===== config.mk =====
export PLATFORM = sky130hd
export DESIGN_NAME = msrv32_dmem_if_flat
export DESIGN_NICKNAME = d
export VERILOG_FILES = /design/src/rtl/msrv32_dmem_if_if.sv /design/src/rtl/msrv32_dmem_if.sv /design/src/flat_wrapper.sv
export SDC_FILE = /design/constraint.sdc
export NUM_CORES = 1
export LEC_CHECK = 0
export CORE_ASPECT_RATIO = 0.6
export CORE_UTILIZATION = 36
export CTS_CLUSTER_SIZE = 10
export DETAILED_ROUTE_END_ITERATION = 10
export PLACE_DENSITY = 0.73
export SLEW_MARGIN = 10
export SYNTH_ARGS = -nofsm -noshare
export SYNTH_HDL_FRONTEND = slang
export SYNTH_SLANG_ARGS = --single-unit

===== constraint.sdc =====
create_clock -name ms_riscv32_mp_clk_in -period 1.7 [get_ports ms_riscv32_mp_clk_in]
set_clock_uncertainty 0.15 [all_clocks]
set_input_delay 0.425 -clock ms_riscv32_mp_clk_in [delete_from_list [all_inputs] [get_ports ms_riscv32_mp_clk_in]]
set_output_delay 0.425 -clock ms_riscv32_mp_clk_in [all_outputs]
set_load 0.02 [all_outputs]

===== src/rtl/msrv32_dmem_if_if.sv =====
// AHB-Lite master-side bus bundle for the msrv32 data-memory interface.
interface msrv32_dmem_if_if;
  logic [31:0] haddr_out;
  logic [1:0]  htrans_out;
  logic        hwrite_out;
  logic [2:0]  hsize_out;
  logic [31:0] hwdata_out;
  logic [31:0] hrdata_in;
  logic        hready_in;
  logic        hresp_in;

  modport master (
    output haddr_out, htrans_out, hwrite_out, hsize_out, hwdata_out,
    input  hrdata_in, hready_in, hresp_in
  );

  modport slave (
    input  haddr_out, htrans_out, hwrite_out, hsize_out, hwdata_out,
    output hrdata_in, hready_in, hresp_in
  );
endinterface


===== src/rtl/msrv32_dmem_if.sv =====
// Single-outstanding AHB-Lite data-memory master with data-phase timeout.
// Optional misalignment trap enabled by `define MSRV32_DMEM_MISALIGN_CHECK_EN.
module msrv32_dmem_if #(
  parameter int unsigned TIMEOUT_CYCLES = 16
) (
  input  logic             ms_riscv32_mp_clk_in,
  input  logic             ms_riscv32_mp_rst_in,
  input  logic             req_valid_in,
  output logic             req_ready_out,
  input  logic             req_write_in,
  input  logic [31:0]      req_addr_in,
  input  logic [31:0]      req_wdata_in,
  input  logic [1:0]       req_size_in,
  input  logic             req_unsigned_in,
  msrv32_dmem_if_if.master ahb,
  output logic [31:0]      data_out,
  output logic [1:0]       iadder_1_to_0_out,
  output logic [1:0]       load_size_out,
  output logic             load_unsigned_out,
  output logic             ahb_resp_out,
  output logic             done_out,
  output logic             misaligned_out
);

  typedef enum logic [1:0] {
    IDLE = 2'd0,
    ADDR = 2'd1,
    DATA = 2'd2
  } state_t;

  state_t      state_q, state_d;
  logic [31:0] addr_q, addr_d;
  logic [31:0] wdata_q, wdata_d;
  logic [1:0]  size_q, size_d;
  logic        uns_q, uns_d;
  logic        write_q, write_d;
  logic [7:0]  wait_q, wait_d;
  logic [31:0] data_q, data_d;
  logic        resp_q, resp_d;
  logic        done_q, done_d;
  logic        misalign;

`ifdef MSRV32_DMEM_MISALIGN_CHECK_EN
  logic mis_q;

  assign misalign = ((req_size_in == 2'b01) && req_addr_in[0]) ||
                    ((req_size_in == 2'b10) && (req_addr_in[1:0] != 2'b00));

  // A completion raised from IDLE can only be a trapped misaligned request.
  always_ff @(posedge ms_riscv32_mp_clk_in) begin
    if (!ms_riscv32_mp_rst_in) begin
      mis_q <= 1'b0;
    end else if (done_d) begin
      mis_q <= (state_q == IDLE);
    end
  end

  assign misaligned_out = mis_q;
`else
  assign misalign       = 1'b0;
  assign misaligned_out = 1'b0;
`endif

  always_comb begin
    state_d       = state_q;
    addr_d        = addr_q;
    wdata_d       = wdata_q;
    size_d        = size_q;
    uns_d         = uns_q;
    write_d       = write_q;
    wait_d        = wait_q;
    data_d        = data_q;
    resp_d        = resp_q;
    done_d        = 1'b0;
    req_ready_out = (state_q == IDLE);

    case (state_q)
      IDLE: begin
        if (req_valid_in) begin
          addr_d  = req_addr_in;
          wdata_d = req_wdata_in;
          size_d  = req_size_in;
          uns_d   = req_unsigned_in;
          write_d = req_write_in;
          if (misalign) begin
            done_d = 1'b1;
            resp_d = 1'b1;
          end else begin
            state_d = ADDR;
          end
        end
      end
      ADDR: begin
        if (ahb.hready_in) begin
          state_d = DATA;
          wait_d  = '0;
        end
      end
      DATA: begin
        // Ready completion is tested first so it wins over a coincident timeout.
        if (ahb.hready_in) begin
          done_d  = 1'b1;
          resp_d  = ahb.hresp_in;
          state_d = IDLE;
          if (!write_q) begin
            data_d = ahb.hrdata_in;
          end
        end else if (wait_q == 8'(TIMEOUT_CYCLES - 1)) begin
          done_d  = 1'b1;
          resp_d  = 1'b1;
          state_d = IDLE;
        end else begin
          wait_d = wait_q + 8'd1;
        end
      end
      default: state_d = IDLE;
    endcase
  end

  always_ff @(posedge ms_riscv32_mp_clk_in) begin
    if (!ms_riscv32_mp_rst_in) begin
      state_q <= IDLE;
      addr_q  <= '0;
      wdata_q <= '0;
      size_q  <= '0;
      uns_q   <= 1'b0;
      write_q <= 1'b0;
      wait_q  <= '0;
      data_q  <= '0;
      resp_q  <= 1'b0;
      done_q  <= 1'b0;
    end else begin
      state_q <= state_d;
      addr_q  <= addr_d;
      wdata_q <= wdata_d;
      size_q  <= size_d;
      uns_q   <= uns_d;
      write_q <= write_d;
      wait_q  <= wait_d;
      data_q  <= data_d;
      resp_q  <= resp_d;
      done_q  <= done_d;
    end
  end

  assign ahb.haddr_out  = addr_q;
  assign ahb.htrans_out = (state_q == ADDR) ? 2'b10 : 2'b00;
  assign ahb.hwrite_out = write_q;
  assign ahb.hsize_out  = {1'b0, size_q};
  assign ahb.hwdata_out = wdata_q;

  assign data_out          = data_q;
  assign iadder_1_to_0_out = addr_q[1:0];
  assign load_size_out     = size_q;
  assign load_unsigned_out = uns_q;
  assign ahb_resp_out      = resp_q;
  assign done_out          = done_q;

endmodule


===== src/flat_wrapper.sv =====
// flat-port wrapper written by rule: the top's interface ports become plain ports
module msrv32_dmem_if_flat 
#(
  parameter int unsigned TIMEOUT_CYCLES = 16
)
  (ms_riscv32_mp_clk_in, ms_riscv32_mp_rst_in, req_valid_in, req_ready_out, req_write_in, req_addr_in, req_wdata_in, req_size_in, req_unsigned_in, data_out, iadder_1_to_0_out, load_size_out, load_unsigned_out, ahb_resp_out, done_out, misaligned_out, ahb_haddr_out, ahb_htrans_out, ahb_hwrite_out, ahb_hsize_out, ahb_hwdata_out, ahb_hrdata_in, ahb_hready_in, ahb_hresp_in);
  msrv32_dmem_if_if ahb_i ();
  input  logic ms_riscv32_mp_clk_in;
  input  logic ms_riscv32_mp_rst_in;
  input  logic req_valid_in;
  output logic req_ready_out;
  input  logic req_write_in;
  input  logic [31:0] req_addr_in;
  input  logic [31:0] req_wdata_in;
  input  logic [1:0] req_size_in;
  input  logic req_unsigned_in;
  output logic [31:0] data_out;
  output logic [1:0] iadder_1_to_0_out;
  output logic [1:0] load_size_out;
  output logic load_unsigned_out;
  output logic ahb_resp_out;
  output logic done_out;
  output logic misaligned_out;
  output wire logic [$bits(ahb_i.haddr_out)-1:0] ahb_haddr_out;
  output wire logic [$bits(ahb_i.htrans_out)-1:0] ahb_htrans_out;
  output wire logic [$bits(ahb_i.hwrite_out)-1:0] ahb_hwrite_out;
  output wire logic [$bits(ahb_i.hsize_out)-1:0] ahb_hsize_out;
  output wire logic [$bits(ahb_i.hwdata_out)-1:0] ahb_hwdata_out;
  input wire logic [$bits(ahb_i.hrdata_in)-1:0] ahb_hrdata_in;
  input wire logic [$bits(ahb_i.hready_in)-1:0] ahb_hready_in;
  input wire logic [$bits(ahb_i.hresp_in)-1:0] ahb_hresp_in;
  assign ahb_haddr_out = ahb_i.haddr_out;
  assign ahb_htrans_out = ahb_i.htrans_out;
  assign ahb_hwrite_out = ahb_i.hwrite_out;
  assign ahb_hsize_out = ahb_i.hsize_out;
  assign ahb_hwdata_out = ahb_i.hwdata_out;
  assign ahb_i.hrdata_in = ahb_hrdata_in;
  assign ahb_i.hready_in = ahb_hready_in;
  assign ahb_i.hresp_in = ahb_hresp_in;
  msrv32_dmem_if #(.TIMEOUT_CYCLES(TIMEOUT_CYCLES)) u_core (.ms_riscv32_mp_clk_in(ms_riscv32_mp_clk_in), .ms_riscv32_mp_rst_in(ms_riscv32_mp_rst_in), .req_valid_in(req_valid_in), .req_ready_out(req_ready_out), .req_write_in(req_write_in), .req_addr_in(req_addr_in), .req_wdata_in(req_wdata_in), .req_size_in(req_size_in), .req_unsigned_in(req_unsigned_in), .ahb(ahb_i), .data_out(data_out), .iadder_1_to_0_out(iadder_1_to_0_out), .load_size_out(load_size_out), .load_unsigned_out(load_unsigned_out), .ahb_resp_out(ahb_resp_out), .done_out(done_out), .misaligned_out(misaligned_out));
endmodule

==> run_1/cell_classes.png <==
Drawn at 3 px/µm. Fill, decap, tap and diode cells in gray.
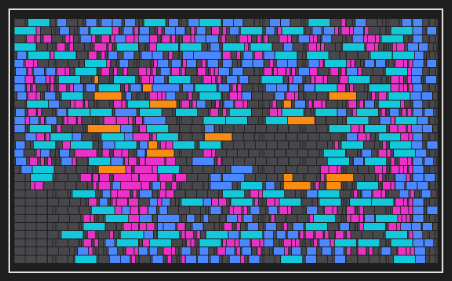
| color | class | cells | share of their area |
|---|---|---|---|
| cyan | flops | 112 | 33% |
| orange | clock drivers and dummy loads | 16 | 4.4% |
| blue | other buffers and delay cells | 242 | 34% |
| magenta | all other logic | 360 | 29% |
Design Area, Final: 7091 µm²
post-layout util: 61.53%

==> run_1/met2.png <==
Drawn at 3 px/µm.
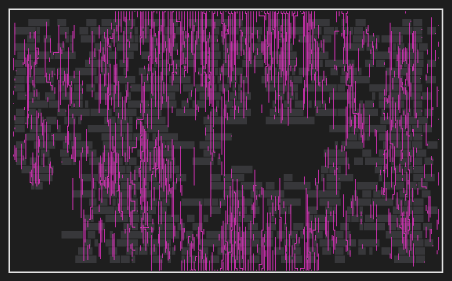
nets with wire on the layer: 673
main direction: vertical
vias: 4089
met2 Resource Use GR: 33.07%

==> results.cfg, run 1 <==
; generated from flow reports
[global_routing]
grt_pass1_vias = 3865
grt_use_total_pct = 19.17
overflow = 0

[synthesis]
simple_gate_area_share_pct = 21.77
logic_family = simple AND/OR/NAND/NOR gates
synth_area_per_cell_um2 = 8.480
ys_seq_share_pct = 51.54
ys_chip_area_um2 = 4350
yosysWarningCount = 0
edf_count = 0

[power_and_ir_drop]
p_sw_share_pct = 25.37
power_leader = registers
clock_power_mw = 2.15
p_sw_mw = 1.507
p_comb_share_pct = 16.6

[critical_path]
rr_worst_depth = 5
cp-start-kind = register
crit_cells = 5
worst_ep_required_time_ns = 1.83
crit_type = reg2reg
cpPeakStageDelay_ns = 0.58
arrival_ns = 1.92
crit_end = u_core.wait_q[1]$_SDFFE_PN0P_
path_buffers = 1

[cells_and_area]
comb_cells = 358
buffers = 242
combGateArea_um2 = 1982
inverters = 2
lay_top_cells = nand2_1 (202), dfxtp_1 (107), dlygate4sd2_1 (106)
regArea_um2 = 2248

[floorplanning]
ioPinCount = 216
fp.dieW_um = 143.9

[placement]
routabilityCongestion = 0.7967

[cts]
ctsHtreeMaxLevel = 3
hold_buffers = 0

[routing]
met2WireLength_mm = 5.903
maxUsedRoutingLayer = met4
drc = 0

[final_timing]
hold_violations = 0
slew_viol_final = 0
rsz0062_at_grt = true
fin_crit_sh_pct = 104.8
timing.final.ws_setup_ns = -0.08098
setup_violations = 7

[outcome]
status = complete, but fails checks
violations = setup timing

[flow_run]
openroad.warnings = 28
drv_cap = 0
==> run_1/final_clocks.png <==
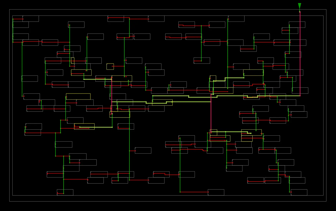
clk ins delay skew pair: 0.34 ns
Seq cells: 112

==> run_1/pins.png <==
Drawn at 2 px/µm. Pins as bars across the die edge, other pins in gray.
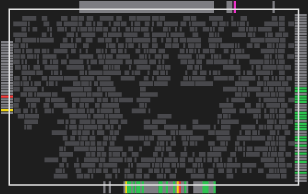
| color | port | pins | direction | edge |
|---|---|---|---|---|
| red | load_size_out | 2 | output | 1 left, 1 bottom |
| magenta | misaligned_out | 1 | output | top |
| yellow | ahb_hsize_out | 3 | output | 2 bottom, 1 left |
| green | req_addr_in | 32 | input | 17 right, 15 bottom |
all pins by edge: 78 top, 62 right, 49 bottom, 27 left

-- run 1: logic make-up after synthesis --
family / Yosys count
multiplexers: 3
AND/OR/NAND/NOR: 233
adder cells (fa/ha/maj): 1
AND-OR/OR-AND: 117
buffers and inverters: 46
other: 1
flip-flops: 112
-- run 1: per-stage QoR --
step | area [µm²] | instances | setup slack, ns
2_1_floorplan | 4365 | 515 | 0.03918
3_3_place_gp | 6738 | 867 | -0.4152
3_5_place_dp | 6738 | 867 | -0.4475
4_1_cts | 6963 | 886 | -0.02963
5_1_grt | 7091 | 890 | -0.1141
6_report | 7091 | 890 | -0.08098
-- run 1: timing repair --
action,in CTS,in global routing
cloned,1,3
setup endpoints to repair,149,28
resized,124,51
pin swaps,6,9
buffers inserted,2,1
==> run_1/clock_map.png <==
Drawn at 4 px/µm.
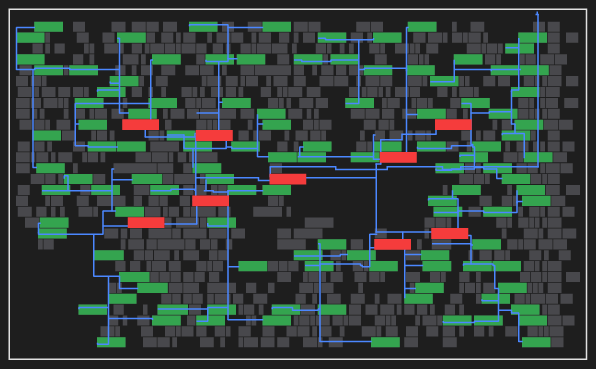

## Run 2: what changed since run 1
--- a/config.mk
+++ b/config.mk
@@ -11,2 +11,3 @@
 export DETAILED_ROUTE_END_ITERATION = 10
+export GPL_ROUTABILITY_DRIVEN = 0
 export PLACE_DENSITY = 0.73
--- a/constraint.sdc
+++ b/constraint.sdc
@@ -4,2 +4,2 @@
 set_output_delay 0.425 -clock ms_riscv32_mp_clk_in [all_outputs]
-set_load 0.02 [all_outputs]
+set_load 0.05 [all_outputs]
==> run_2/clock_map.png <==
Drawn at 4 px/µm.
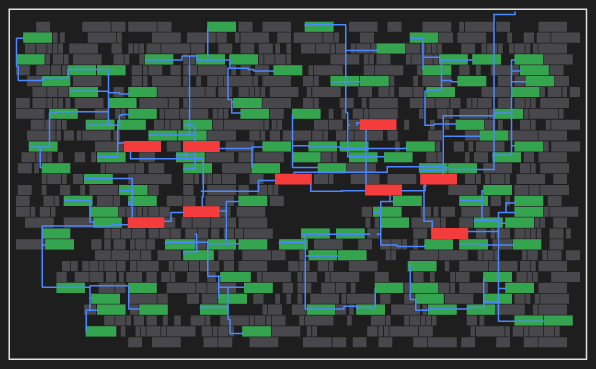
[blue] clock wires | length: 1260 µm
[green] flip-flops | count: 112
[red] cells driving clock nets | count: 9
routed clock nets: 10
flops lie: widely spread

==> run_2/met2.png <==
Drawn at 3 px/µm.
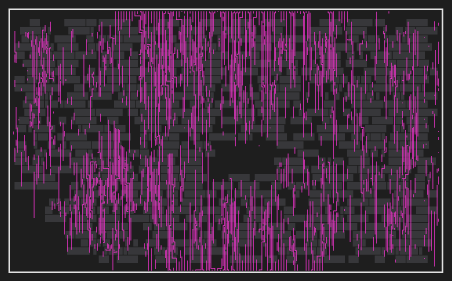
nets with wire on the layer: 696
wire length on this layer: 6780 µm
longest straight run: 42.0 µm
share of all routed wire: 50%

==> run 2 against run 1 <==
- the run still ends with setup timing left
- clock-buffer cell count fell by 1
- synthesized area did not move
- fmax is 1.2% higher
- via count up 2.4%
- critical path depth is the same
- total power increased by 14%
- core utilization is 10 points higher
- final cell count grew 0.22%
- combinational power increased by 65%
- non-clock buffer count rose by 3
- critical endpoint unchanged
- global-route usage grew 2.7 points
- die area stayed put
==> results.cfg, run 2 <==
; generated from flow reports
[outcome]
status = complete, but fails checks
violations = setup timing

[flow_run]
openroad.warnings = 28
drv_cap = 0

[final_timing]
fin_crit_sh_pct = 103.5
rsz0062_at_grt = true
setup_violations = 8
hold_violations = 0
timing.final.ws_setup_ns = -0.06014

[synthesis]
ys_chip_area_um2 = 4350
yosysWarningCount = 0
logic_family = simple AND/OR/NAND/NOR gates
synth_area_per_cell_um2 = 8.480
edf_count = 0
ys_seq_share_pct = 51.54

[cts]
clock_latency_ns = 0.33

[critical_path]
path_buffers = 1
crit_end = u_core.wait_q[1]$_SDFFE_PN0P_
cpPeakStageDelay_ns = 0.55
arrival_ns = 1.89

[global_routing]
grt_pass1_vias = 4070
overflow = 0
grt_use_met2_pct = 39.26

[placement]
placedInstanceArea_um2 = 7819
place_ws_ns = -0.4805

[cells_and_area]
final_cells = 892
lay_top_cells = nand2_1 (204), buf_12 (114), dfxtp_1 (108)
final_area_um2 = 8293
utilization_pct = 71.97

[routing]
vias = 4189
drc = 0
maxUsedRoutingLayer = met4

[power_and_ir_drop]
p_comb_share_pct = 24.0
p_sw_share_pct = 27.71
==> run_2/pins.png <==
Drawn at 2 px/µm. Pins as bars across the die edge, other pins in gray.
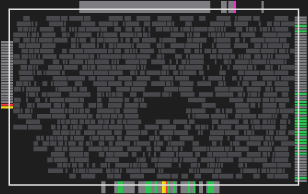
| color | port | pins | direction | edge |
|---|---|---|---|---|
| green | req_addr_in | 32 | input | 18 right, 14 bottom |
| yellow | ahb_hsize_out | 3 | output | 2 bottom, 1 left |
| magenta | misaligned_out | 1 | output | top |
| red | load_size_out | 2 | output | 1 left, 1 bottom |
all pins by edge: 79 top, 61 right, 51 bottom, 25 left
PortBufs: 212
Die Wd: 143.9 µm
die height: 87.15 µm

## run 2: cell counts after synthesis
No cell type changed its count.
## run 2: area by class of cell
| cell class | count | area [µm²] | area share, % |
|---|---|---|---|
| Clock buffer | 10 | 229.0 | 2.761 |
| Inverter | 2 | 7.507 | 0.09053 |
| Timing Repair Buffer | 245 | 3580 | 43.17 |
| Sequential cell | 112 | 2247 | 27.10 |
| Tap cell | 160 | 200.2 | 2.414 |
| Clock inverter | 6 | 91.34 | 1.101 |
| Multi-Input combinational cell | 357 | 1938 | 23.37 |
## run 2: cells by family after synthesis
family                   count (synthesis)
AND/OR/NAND/NOR                        233
AND-OR/OR-AND                          117
flip-flops                             112
buffers and inverters                   46
multiplexers                             3
adder cells (fa/ha/maj)                  1
other                                    1
==> run_2/final_clocks.png <==
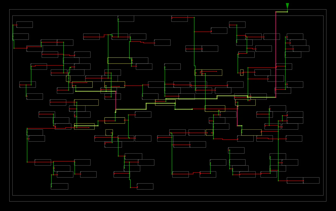

## Run 3: what changed since run 2
--- a/config.mk
+++ b/config.mk
@@ -9,3 +9,2 @@
 export CORE_UTILIZATION = 36
-export CTS_CLUSTER_SIZE = 10
 export DETAILED_ROUTE_END_ITERATION = 10
@@ -13,2 +12,3 @@
 export PLACE_DENSITY = 0.73
+export SKIP_CTS_REPAIR_TIMING = 1
 export SLEW_MARGIN = 10
--- a/constraint.sdc
+++ b/constraint.sdc
@@ -4,2 +4,2 @@
 set_output_delay 0.425 -clock ms_riscv32_mp_clk_in [all_outputs]
-set_load 0.05 [all_outputs]
+set_load 0.02 [all_outputs]
==> run_3/final_clocks.png <==
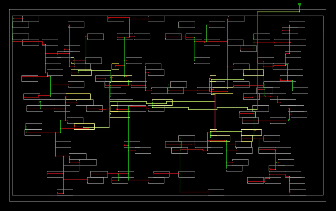
Power Clock: 2.15 mW
CTS Buf Count: 9
# clk buffers: 11
clk sinks: 112

==> run_3/met2.png <==
Drawn at 3 px/µm.
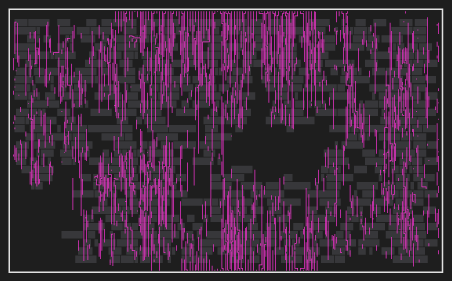
nets with wire on the layer: 688
wire length on this layer: 6240 µm
share of all routed wire: 47%
longest straight run: 40.3 µm
main direction: vertical

==> run 3 against run 2 <==
- the run still ends with setup timing left
- non-clock buffer count down 2
- via count down 1.7%
- critical path depth unchanged
- largest power group unchanged
- sequential power down 2%
==> results.cfg, run 3 <==
; generated from flow reports
[cells_and_area]
seq_share_pct = 29.92
utilization_pct = 65.21
combGateArea_um2 = 1989
nonClkBufAreaFrac_pct = 36.76
comb_cells = 357
comb-cell-share_pct = 26.47

[critical_path]
arrival_ns = 1.92
rr_worst_depth = 5
crit_cells = 5
worst_ep_required_time_ns = 1.84
crit_end = u_core.ahb_resp_out$_SDFFE_PN0P_

[global_routing]
grt_pass1_vias = 3764
grt_use_total_pct = 18.73

[outcome]
violations = setup timing
status = complete, but fails checks

[placement]
port-buffer-count = 212
dp_cells = 867

[flow_run]
openroad.warnings = 27

[synthesis]
ys_chip_area_um2 = 4350
logic_family = simple AND/OR/NAND/NOR gates

[final_timing]
fin_crit_sh_pct = 104.8
timing.final.ws_setup_ns = -0.08177
setup_violations = 9

[floorplanning]
fp.dieW_um = 143.9

[power_and_ir_drop]
p_sw_share_pct = 25.17

[cts]
ctsHtreeMaxLevel = 3
clock_latency_ns = 0.34
==> run_3/cell_classes.png <==
Drawn at 3 px/µm. Fill, decap, tap and diode cells in gray.
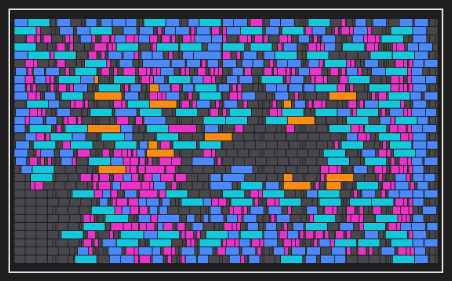
| color | class | cells | share of their area |
|---|---|---|---|
| cyan | flops | 112 | 31% |
| magenta | all other logic | 359 | 27% |
| orange | clock drivers and dummy loads | 16 | 4.2% |
| blue | other buffers and delay cells | 243 | 38% |

run 3: cell counts after synthesis:
No cell type changed its count.
run 3: tightest hold or removal path, stage by stage, from the launching register on:
cell and delay [ns]:
dfxtp_1 0.31, nand2_1 0.05, a21boi_1 0.05
run 3: per-layer routing:
metal | wire length, µm | track usage [%]
met5 | 0 | 0
met4 | 142 | 4.836
met3 | 814 | 5.607
met2 | 6244 | 31.84
met1 | 6042 | 23.14
run 3: power groups by stage:
stage | logic [mW] | registers, mW | clock network [mW]
after global routing | 1.13 | 2.82 | 2.32
after floorplan | 0.310 | 3.01 | 0
after CTS | 1.06 | 2.81 | 2.22
final | 1.05 | 2.80 | 2.15
after global placement | 1.04 | 2.86 | 0
after detailed placement | 1.05 | 2.87 | 0
No activity file was given, so power comes from the tool's default toggle rates.
